<file path="src/rtl/fetch_stage_pkg.sv">
// Shared definitions for the fetch stage: data widths, opcode values,
// the fetch FSM state type, and an opcode extraction helper.
package fetch_stage_pkg;

  localparam int INSTR_W = 16;
  localparam int ADDR_W  = 16;

  typedef enum logic [3:0] {
    OP_ADD = 4'h0,
    OP_SUB = 4'h1,
    OP_AND = 4'h2,
    OP_OR  = 4'h3,
    OP_LD  = 4'h8,
    OP_ST  = 4'h9,
    OP_BEQ = 4'hC,
    OP_JMP = 4'hD,
    OP_HLT = 4'hF
  } opcode_e;

  typedef enum logic [2:0] {
    ST_FETCH,
    ST_WAIT,
    ST_HOLD,
    ST_DROP,
    ST_HALT
  } fetch_state_e;

  function automatic logic [3:0] opcode_of(input logic [INSTR_W-1:0] instr);
    return instr[INSTR_W-1 -: 4];
  endfunction

endpackage

</file>
<file path="src/rtl/fetch_stage_if.sv">
// Instruction-memory request/response bus between the fetch stage and imem.
interface fetch_stage_if;
  import fetch_stage_pkg::*;

  logic               imem_req;
  logic [ADDR_W-1:0]  imem_addr;
  logic               imem_ready;
  logic [INSTR_W-1:0] imem_data;

  modport master (
    output imem_req,
    output imem_addr,
    input  imem_ready,
    input  imem_data
  );

  modport slave (
    input  imem_req,
    input  imem_addr,
    output imem_ready,
    output imem_data
  );

endinterface

</file>
<file path="src/rtl/fetch_skid_buf.sv">
// One-entry skid buffer holding an instruction word and its fetch address
// while decode is stalled.
module fetch_skid_buf
  import fetch_stage_pkg::*;
(
  input  logic               clk,
  input  logic               rst,
  input  logic               load,
  input  logic               clear,
  input  logic [INSTR_W-1:0] load_word,
  input  logic [ADDR_W-1:0]  load_addr,
  output logic               valid,
  output logic [INSTR_W-1:0] word,
  output logic [ADDR_W-1:0]  addr
);

  // Clear wins so a flush can never leave a stale wrong-path word behind.
  always_ff @(posedge clk or negedge rst) begin
    if (!rst) begin
      valid <= 1'b0;
      word  <= '0;
      addr  <= '0;
    end else if (clear) begin
      valid <= 1'b0;
    end else if (load) begin
      valid <= 1'b1;
      word  <= load_word;
      addr  <= load_addr;
    end
  end

endmodule

</file>
<file path="src/rtl/fetch_stage.sv">
// Instruction-fetch stage: drives the imem handshake, loads IF/ID, pulses
// pc_advance, absorbs decode stalls, drops wrong-path fetches and stops on HLT.
module fetch_stage
  import fetch_stage_pkg::*;
#(
  parameter logic [3:0]        HLT_OPCODE = OP_HLT,
  parameter logic [ADDR_W-1:0] PC_INC     = 16'd2
) (
  input  logic               clk,
  input  logic               rst,
  input  logic [ADDR_W-1:0]  pc,
  output logic               pc_advance,
  fetch_stage_if.master      imem,
  input  logic               id_stall,
  input  logic               flush,
  output logic               if_id_valid,
  output logic [INSTR_W-1:0] if_id_instr,
  output logic [ADDR_W-1:0]  if_id_pc_plus2,
  output logic               halted
);

  fetch_state_e       state;
  fetch_state_e       state_next;
  logic [ADDR_W-1:0]  addr_q;
  logic [ADDR_W-1:0]  fetch_addr;
  logic               accept;
  logic               park;
  logic               drain;
  logic               skid_valid;
  logic [INSTR_W-1:0] skid_word;
  logic [ADDR_W-1:0]  skid_addr;
  logic [ADDR_W-1:0]  src_addr;
  logic [ADDR_W-1:0]  src_plus2;

  fetch_skid_buf u_skid (
    .clk       (clk),
    .rst       (rst),
    .load      (park),
    .clear     (flush || drain),
    .load_word (imem.imem_data),
    .load_addr (fetch_addr),
    .valid     (skid_valid),
    .word      (skid_word),
    .addr      (skid_addr)
  );

  // In FETCH the address follows pc; once a request is outstanding it is frozen.
  always_comb begin
    fetch_addr = (state == ST_FETCH) ? pc : addr_q;
    src_addr   = drain ? skid_addr : fetch_addr;
    src_plus2  = src_addr + PC_INC;
  end

  always_comb begin
    accept = 1'b0;
    park   = 1'b0;
    drain  = 1'b0;
    case (state)
      ST_FETCH, ST_WAIT: begin
        accept = imem.imem_ready && !id_stall && !flush;
        park   = imem.imem_ready &&  id_stall && !flush;
      end
      ST_HOLD: drain = skid_valid && !id_stall && !flush;
      default: ;
    endcase
  end

  always_ff @(posedge clk or negedge rst) begin
    if (!rst) begin
      state  <= ST_FETCH;
      addr_q <= '0;
    end else begin
      state <= state_next;
      if (state == ST_FETCH) addr_q <= pc;
    end
  end

  // A flush with no response yet in WAIT must still swallow that late response.
  always_comb begin
    state_next = state;
    case (state)
      ST_FETCH, ST_WAIT: begin
        if (flush)
          state_next = (state == ST_WAIT && !imem.imem_ready) ? ST_DROP : ST_FETCH;
        else if (accept)
          state_next = (opcode_of(imem.imem_data) == HLT_OPCODE) ? ST_HALT : ST_FETCH;
        else if (park)
          state_next = ST_HOLD;
        else
          state_next = ST_WAIT;
      end
      ST_HOLD: begin
        if (flush)
          state_next = ST_FETCH;
        else if (drain)
          state_next = (opcode_of(skid_word) == HLT_OPCODE) ? ST_HALT : ST_FETCH;
      end
      ST_DROP: if (imem.imem_ready) state_next = ST_FETCH;
      ST_HALT: state_next = ST_HALT;
      default: state_next = ST_FETCH;
    endcase
  end

  // Request and advance are gated by rst so they are quiet while reset is held.
  always_comb begin
    imem.imem_addr = fetch_addr;
    imem.imem_req  = 1'b0;
    case (state)
      ST_FETCH, ST_WAIT, ST_DROP: imem.imem_req = rst;
      default: ;
    endcase
    pc_advance = rst && (accept || drain);
    halted     = (state == ST_HALT);
  end

  always_ff @(posedge clk or negedge rst) begin
    if (!rst) begin
      if_id_valid    <= 1'b0;
      if_id_instr    <= '0;
      if_id_pc_plus2 <= '0;
    end else if (flush && state != ST_HALT) begin
      if_id_valid <= 1'b0;
    end else if (accept) begin
      if_id_valid    <= 1'b1;
      if_id_instr    <= imem.imem_data;
      if_id_pc_plus2 <= src_plus2;
    end else if (drain) begin
      if_id_valid    <= 1'b1;
      if_id_instr    <= skid_word;
      if_id_pc_plus2 <= src_plus2;
    end else if (!id_stall) begin
      if_id_valid <= 1'b0;
    end
  end

endmodule
</file>
<file path="src/flat_wrapper.sv">
// flat-port wrapper written by rule: the top's interface ports become plain ports
module fetch_stage_flat import fetch_stage_pkg::*;
#(
  parameter logic [3:0]        HLT_OPCODE = OP_HLT,
  parameter logic [ADDR_W-1:0] PC_INC     = 16'd2
)
  (clk, rst, pc, pc_advance, id_stall, flush, if_id_valid, if_id_instr, if_id_pc_plus2, halted, imem_imem_req, imem_imem_addr, imem_imem_ready, imem_imem_data);
  fetch_stage_if imem_i ();
  input  logic clk;
  input  logic rst;
  input  logic [ADDR_W-1:0] pc;
  output logic pc_advance;
  input  logic id_stall;
  input  logic flush;
  output logic if_id_valid;
  output logic [INSTR_W-1:0] if_id_instr;
  output logic [ADDR_W-1:0] if_id_pc_plus2;
  output logic halted;
  output wire logic [$bits(imem_i.imem_req)-1:0] imem_imem_req;
  output wire logic [$bits(imem_i.imem_addr)-1:0] imem_imem_addr;
  input wire logic [$bits(imem_i.imem_ready)-1:0] imem_imem_ready;
  input wire logic [$bits(imem_i.imem_data)-1:0] imem_imem_data;
  assign imem_imem_req = imem_i.imem_req;
  assign imem_imem_addr = imem_i.imem_addr;
  assign imem_i.imem_ready = imem_imem_ready;
  assign imem_i.imem_data = imem_imem_data;
  fetch_stage #(.HLT_OPCODE(HLT_OPCODE), .PC_INC(PC_INC)) u_core (.clk(clk), .rst(rst), .pc(pc), .pc_advance(pc_advance), .imem(imem_i), .id_stall(id_stall), .flush(flush), .if_id_valid(if_id_valid), .if_id_instr(if_id_instr), .if_id_pc_plus2(if_id_pc_plus2), .halted(halted));
endmodule
</file>
<file path="config.mk">
export PLATFORM = sky130hd
export DESIGN_NAME = fetch_stage_flat
export DESIGN_NICKNAME = d
export VERILOG_FILES = /design/src/rtl/fetch_stage_pkg.sv /design/src/rtl/fetch_stage_if.sv /design/src/rtl/fetch_skid_buf.sv /design/src/rtl/fetch_stage.sv /design/src/flat_wrapper.sv
export SDC_FILE = /design/constraint.sdc
export NUM_CORES = 1
export LEC_CHECK = 0
export CAP_MARGIN = 5
export CORE_MARGIN = 2
export CORE_UTILIZATION = 35
export DETAILED_ROUTE_END_ITERATION = 7
export PLACE_DENSITY = 0.71
export SYNTH_ARGS = -nofsm -noshare
export SYNTH_HDL_FRONTEND = slang
export SYNTH_SLANG_ARGS = --single-unit
export TNS_END_PERCENT = 100
</file>
<file path="constraint.sdc">
create_clock -name clk -period 7.95 [get_ports clk]
set_input_delay 2.385 -clock clk [delete_from_list [all_inputs] [get_ports clk]]
set_output_delay 2.385 -clock clk [all_outputs]
set_load 0.05 [all_outputs]
</file>
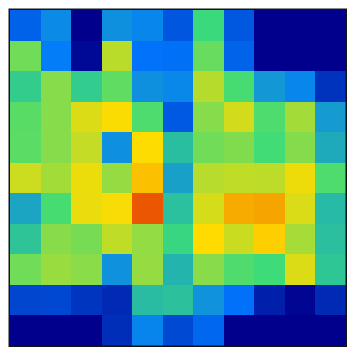
Run 1: placement density heat map
Scale: 3 px per µm. 11 x 11 tiles, from dark blue (low) to red (high), 0 to 100% covered.
emptiest ninth of the die	top right
nearly empty tiles	13%
tiles over 75% full	5.0%
mean over tiles	42%
fullest tile	90%
core area: 0.01137 mm²
fin util: 0.4767

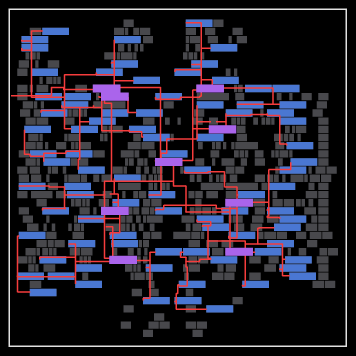
Run 1: clock wires, drivers and flops
Scale: 3 px per µm.
[flip-flops] blue | count: 85
[clock drivers] purple | count: 9
[clock wires] red | length: 1160 µm
routed clock nets	10
flops lie	all over the die
clk latency late pin: 0.33 ns
clk_skew: 0.009161 ns
P_clk: 0.491 mW
Clk pwr share: 0.192

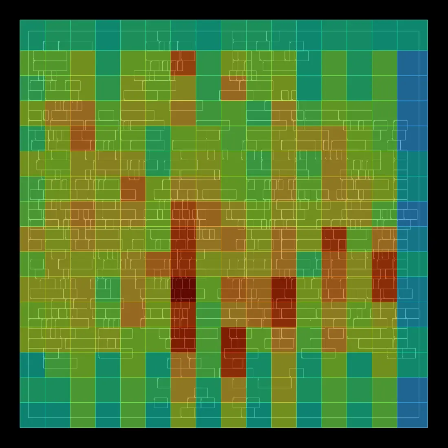
Run 1: routing congestion
GR met3 Demand/Resource: 0.05335
met2 usage: 0.2820
Avg WL per Cell: 16.93 µm
GRT Overall Usage: 0.1706

==> results.sh, run 1 <==
# implementation run metrics
export IMPL_holdBufCountCts=0
export IMPL_r2r_end="u_core.if_id_pc_plus2[5]$_DFFE_PN0P_"
export IMPL_finalSetupTns_ns=0
export IMPL_hold_depth=2
export IMPL_p_per_area_mw_per_mm2=472.5
export IMPL_ios=89
export IMPL_arrival_ns=4.13
export IMPL_root_buffer="clkbuf_16"
export IMPL_maxSlewHeadroom=0.2466
export IMPL_comb_area_mm2=0.001800
export IMPL_final_common_cell="clkdlybuf4s50_1"
export IMPL_ys_cells=387
export IMPL_status="complete, no violations"
export IMPL_tool_warnings=27
export IMPL_required_ns=5.57
export IMPL_yosysWarnings=0
export IMPL_grt_antenna_before_repair=0
export IMPL_drtIter0Drc=236
export IMPL_globalRouteOverflowTotal=0
export IMPL_cts_sinks=85
export IMPL_path_clk_slew_ns=0.06
export IMPL_power_mw=2.561
export IMPL_grt_pass1_wl_um=17090
export IMPL_ys_sh_aoi=0.1119
export IMPL_cts_tree="yes"
export IMPL_drive_gt1_frac=0.1607
export IMPL_floorplan_rows=39
export IMPL_switching_share=0.4431
export IMPL_p_comb_frac=0.503
export IMPL_nets=507
export IMPL_drv_slew=0
export IMPL_power_frac_seq=0.305
export IMPL_p_sw_mw=1.135
export IMPL_cp_max_fo=8
export IMPL_lay_top_cells="clkdlybuf4s50_1 (86), dfrtp_1 (85), nor2_1 (47), nand2_1 (45), mux2_2 (38)"
export IMPL_min_from="u_core.u_skid.addr[15]$_DFFE_PN0P_"
export IMPL_yosys_stat_seqShare=0.5224
export IMPL_cts_buffers=9
export IMPL_rsz0062_at_grt="no"
export IMPL_max_cap_viol_count=0
export IMPL_fmax_mhz=153.5
export IMPL_cp_endpoint="pc_advance"
export IMPL_post_synth_top_count_cell="dfrtp_1"
export IMPL_power_leakage_nw=2.306
export IMPL_areaGrowthSynthToFinish_pct=33.13
run 1: metal layers:
layer,vias up,global-route usage,part of all wire
li1,1522,-,-
met1,1551,0.2175,0.45
met2,86,0.2820,0.48
met3,6,0.05335,0.058
met4,0,0.04609,0.0058
met5,-,0,0
run 1: through the flow:
step	worst slack (ns)	util	instance area (µm²)
after global routing	1.298	0.4767	5420
after CTS	1.433	0.4767	5420
after detailed placement	1.459	0.4459	5070
after global placement	1.504	0.4459	5070
after floorplan	1.286	-	4071
final	1.436	0.4767	5420
run 1: kinds of logic (layout without fill, tap and decap cells):
logic type      count (synthesis)  after routing
mux                            52             52
compound gates                 72             72
flops                          85             85
buf+inv                        34            120
simple gates                  130            130
xor+xnor                       12             12
fa+ha+maj                       2              2
run 1: power groups by stage:
stage | Combinational, mW | Sequential, mW | Clock (mW)
5_1_grt | 1.37 | 0.806 | 0.521
2_1_floorplan | 0.643 | 1.02 | 0
3_3_place_gp | 1.28 | 0.774 | 0
4_1_cts | 1.30 | 0.779 | 0.501
3_5_place_dp | 1.30 | 0.783 | 0
6_report | 1.29 | 0.781 | 0.491
run 1: flip-flops by register name, summed over array words and instances, names as in the netlist:
name / cells
u_core.addr_q: 16
u_core.if_id_instr: 16
u_core.if_id_pc_plus2: 16
u_core.u_skid.addr: 16
u_core.u_skid.word: 16
u_core.state: 3
u_core.if_id_valid: 1
u_core.u_skid.valid: 1
run 1: worst max-delay path, stage by stage:
cell             delay (ns)
clkdlybuf4s50_1        0.56
nor4b_2                0.58
nand2_2                0.11
a21oi_1                0.31
buf_12                 0.18
run 1: area by class of cell:
class | count | share of cell area
clock inverter | 5 | 0.01985
sequential | 85 | 0.3924
inverter | 12 | 0.008310
clock buffer | 11 | 0.04478
timing repair buffer | 92 | 0.1694
multi-input combinational | 268 | 0.3322
tap | 143 | 0.03301
--- run 2 (diff from run 1) ---
- clock period: 7.95 -> 6.2 ns (I/O delays scaled with it)
==> run 2 against run 1 <==
  * Die size did not move
  * Hold slack got worse by 0.0010 ns
  * Register-to-register slack got worse by 1.4 ns
  * Worst setup slack got worse by 0.61 ns
  * Critical endpoint is now imem_imem_addr[2]
  * First-iteration DRC count fell by 39%
==> results.sh, run 2 <==
# implementation run metrics
export IMPL_dpl_cell_area_mm2=0.005077
export IMPL_status="complete, no violations"
export IMPL_p_per_area_mw_per_mm2=601.7
export IMPL_cts_sinks=85
export IMPL_crit_cells=4
export IMPL_num_tap_cells=143
export IMPL_clock_buffers=11
export IMPL_cp_endpoint="imem_imem_addr[2]"
export IMPL_dominant_cells="registers"
export IMPL_grt_antenna_before_repair=0
export IMPL_place_ws_ns=0.8320
export IMPL_comb_area_mm2=0.001800
export IMPL_flops=85
export IMPL_globalRouteOverflowTotal=0
export IMPL_areaGrowthSynthToFinish_pct=32.73
export IMPL_slowest_stage="clkdlybuf4s50_1"
export IMPL_ys_cells=387
export IMPL_root_buffer="clkbuf_16"
export IMPL_clkCellAreaFrac=0.06043
export IMPL_nets=508
export IMPL_n_all_inverters=12
[run 2: layer usage]
layer	wire length, µm	vias to the layer above	track usage
met5	0	-	0
met4	111	0	0.04609
met3	759	13	0.06042
met2	4860	106	0.2820
met1	4669	1574	0.2205
li1	-	1517	-
[run 2: worst min path at each step]
stage | from | end | slack (ns) | cells past startpoint
after floorplan | u_core.u_skid.addr[0]$_DFFE_PN0P_ | u_core.if_id_pc_plus2[0]$_DFFE_PN0P_ | 0.45 | 2
after global placement | u_core.u_skid.addr[15]$_DFFE_PN0P_ | u_core.u_skid.addr[15]$_DFFE_PN0P_ | 0.46 | 2
after detailed placement | u_core.u_skid.addr[15]$_DFFE_PN0P_ | u_core.u_skid.addr[15]$_DFFE_PN0P_ | 0.47 | 2
after CTS | u_core.u_skid.addr[15]$_DFFE_PN0P_ | u_core.u_skid.addr[15]$_DFFE_PN0P_ | 0.49 | 2
after global routing | u_core.u_skid.addr[14]$_DFFE_PN0P_ | u_core.u_skid.addr[14]$_DFFE_PN0P_ | 0.52 | 1
final | u_core.u_skid.addr[15]$_DFFE_PN0P_ | u_core.u_skid.addr[15]$_DFFE_PN0P_ | 0.48 | 2
[run 2: report_power, final]
group	total (mW)	switching [mW]	internal (mW)
logic	1.66	1.06	0.603
registers	1.00	0.181	0.823
clock network	0.585	0.221	0.365
[run 2: kinds of logic after synthesis]
family	Yosys count	synth area share
xor gates and xnor gates	12	0.02581
and+or+nand+nor	130	0.1577
muxes	52	0.1395
adders and majority gates	2	0.006145
DFF	85	0.5224
buffers and inverters	34	0.03657
AOI/OAI and AO/OA	72	0.1119
[run 2: through the flow]
step / utilization / power (mW)
floorplan: - / 2.130
global placement: 0.4466 / 2.638
detailed placement: 0.4466 / 2.674
CTS: 0.4753 / 3.275
global route: 0.4753 / 3.428
finish: 0.4753 / 3.252
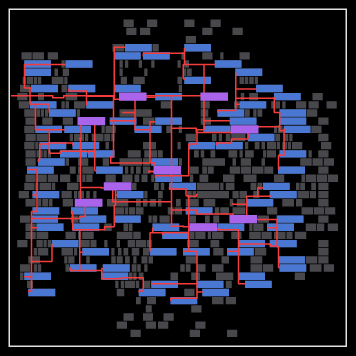
Run 2: clock wires, drivers and flops
Scale: 3 px per µm.
[clock wires] red | length: 1070 µm
[flip-flops] blue | count: 85
[clock drivers] purple | count: 9
routed clock nets	10
clk latency late pin: 0.34 ns
Clk pwr share: 0.180

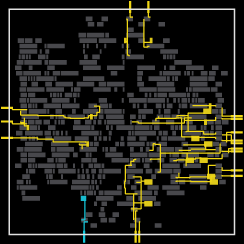
Run 2: port wiring
Scale: 2 px per µm.
port	color	bits	direction	edge	end cells	wire
`imem_imem_addr`	yellow	16	output	9 right, 3 left, 2 top, 2 bottom	16	663 µm
`imem_imem_req`	cyan	1	output	bottom	1	19.1 µm
# IOs: 89
number of port buffers: 88

--- run 3 (diff from run 2) ---
- CORE_ASPECT_RATIO: unset -> 1.4
==> run 3 against run 2 <==
  * Clock power fell by 16%
  * Total power is 2.9% lower
  * Critical path type unchanged
  * Largest cell class unchanged
  * Clock skew rose by 0.00060 ns
  * Final cell count grew 0.32%
  * Hold slack gained 0.0089 ns
  * Utilization fell by 0.26 points
  * Global-route usage increased by 0.19 points
  * Routed wire length grew 0.91%
  * Sequential cell count did not move
  * First-iteration DRC count decreased by 23%
  * Fmax down 1.2%
==> results.sh, run 3 <==
# implementation run metrics
export IMPL_ys_cells=387
export IMPL_comb_area_mm2=0.001800
export IMPL_drt_pass1_iterations=4
export IMPL_p_clk_mw=0.493
export IMPL_internal_power_mw=1.705
export IMPL_clkPwrFrac=0.156
export IMPL_p_sw_mw=1.452
export IMPL_yosys_stat_seqShare=0.5224
export IMPL_crit_buf_inv=3
export IMPL_clock_buffers=10
export IMPL_root_buffer="clkbuf_16"
export IMPL_grtUsageMet3=0.04243
export IMPL_pg_seq_mw=0.994
export IMPL_dominant_cells="registers"
export IMPL_status="complete, no violations"
export IMPL_clkCellAreaFrac=0.04972
export IMPL_ios=89
export IMPL_globalRouteOverflowTotal=0
export IMPL_finClkSkew_ns=0.007185
export IMPL_cts_sinks=85
export IMPL_top_usage_layer="met2"
export IMPL_synth_chip_area_mm2=0.004071
export IMPL_postLayoutCellArea_mm2=0.005360
export IMPL_final_util=0.4727
export IMPL_power_mw=3.157
export IMPL_switching_share=0.4599
export IMPL_layout_cells_non_filler=619
export IMPL_port_buffer_count=88
export IMPL_power_leader="combinational logic"
export IMPL_n_all_inverters=12
export IMPL_p_comb_mw=1.67
export IMPL_num_tap_cells=144
export IMPL_nets=510
export IMPL_floorplan_rows=46
export IMPL_p_per_area_mw_per_mm2=588.9
export IMPL_slowest_stage="clkdlybuf4s50_1"
export IMPL_areaGrowthSynthToFinish_pct=31.65
export IMPL_flops=85
export IMPL_cts_setup_buffers=0
export IMPL_grt_antenna_before_repair=0
export IMPL_fillers=1071
export IMPL_cp_top_family="buffers and inverters"
export IMPL_initCoreUtil=0.3591
export IMPL_place_ws_ns=0.7733
export IMPL_dpl_cell_area_mm2=0.005094
export IMPL_p_comb_frac=0.529
export IMPL_power_frac_seq=0.315
export IMPL_maxSlewHeadroom=0.2909
export IMPL_grt_max_degree=86
-- run 3: cell counts after synthesis --
Identical to the previous run, type by type.
-- run 3: worst min-delay path: cells and delay by family, from the launching register on --
| kind | cells | cell delay [ns] |
|---|---|---|
| flip-flops | 1 | 0.35 |
| AND-OR/OR-AND | 1 | 0.06 |
| AND/OR/NAND/NOR | 1 | 0.05 |
-- run 3: final timing paths --
kind,start,end,depth (start not counted)
max reg2reg,u_core.state[1]$_DFFE_PN0P_,u_core.if_id_pc_plus2[5]$_DFFE_PN0P_,12
max in group asynchronous,rst,u_core.addr_q[11]$_DFF_PN0_,2
min,u_core.u_skid.addr[15]$_DFFE_PN0P_,u_core.u_skid.addr[15]$_DFFE_PN0P_,2
max,pc[3],imem_imem_addr[3],4
min in group asynchronous,rst,u_core.if_id_pc_plus2[11]$_DFFE_PN0P_,2
min reg2reg,u_core.u_skid.addr[15]$_DFFE_PN0P_,u_core.u_skid.addr[15]$_DFFE_PN0P_,2
-- run 3: metal layers --
metal	up-vias	wire, µm	part of all wire
met2	81	5496	0.52
met1	1603	4217	0.40
met5	-	0	0
met3	15	595	0.057
li1	1515	-	-
met4	0	185	0.018
-- run 3: logic make-up (layout without fill, tap and decap cells) --
| kind of cell | after synthesis | in the layout | share of synthesized area |
|---|---|---|---|
| compound gates | 72 | 72 | 0.1119 |
| xor+xnor | 12 | 12 | 0.02581 |
| fa+ha+maj | 2 | 2 | 0.006145 |
| buf+inv | 34 | 122 | 0.03657 |
| flops | 85 | 85 | 0.5224 |
| mux | 52 | 52 | 0.1395 |
| simple gates | 130 | 130 | 0.1577 |
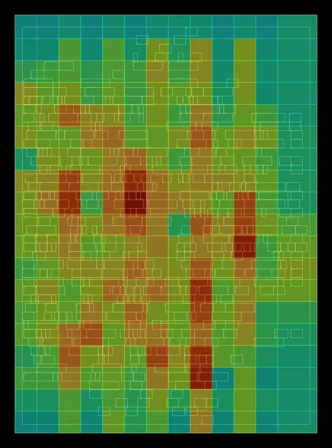
Run 3: routing congestion
GRT Overall Usage: 0.1749
GRT met1 Usage: 0.2036

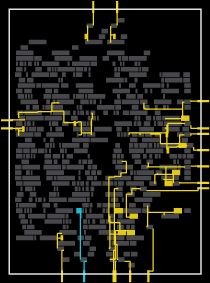
Run 3: port wiring
Scale: 2 px per µm.
port	color	bits	direction	edge	end cells	wire
`imem_imem_req`	cyan	1	output	bottom	1	31.2 µm
`imem_imem_addr`	yellow	16	output	7 right, 5 bottom, 2 top, 2 left	16	633 µm

No activity file was given, so power comes from the tool's default toggle rates.
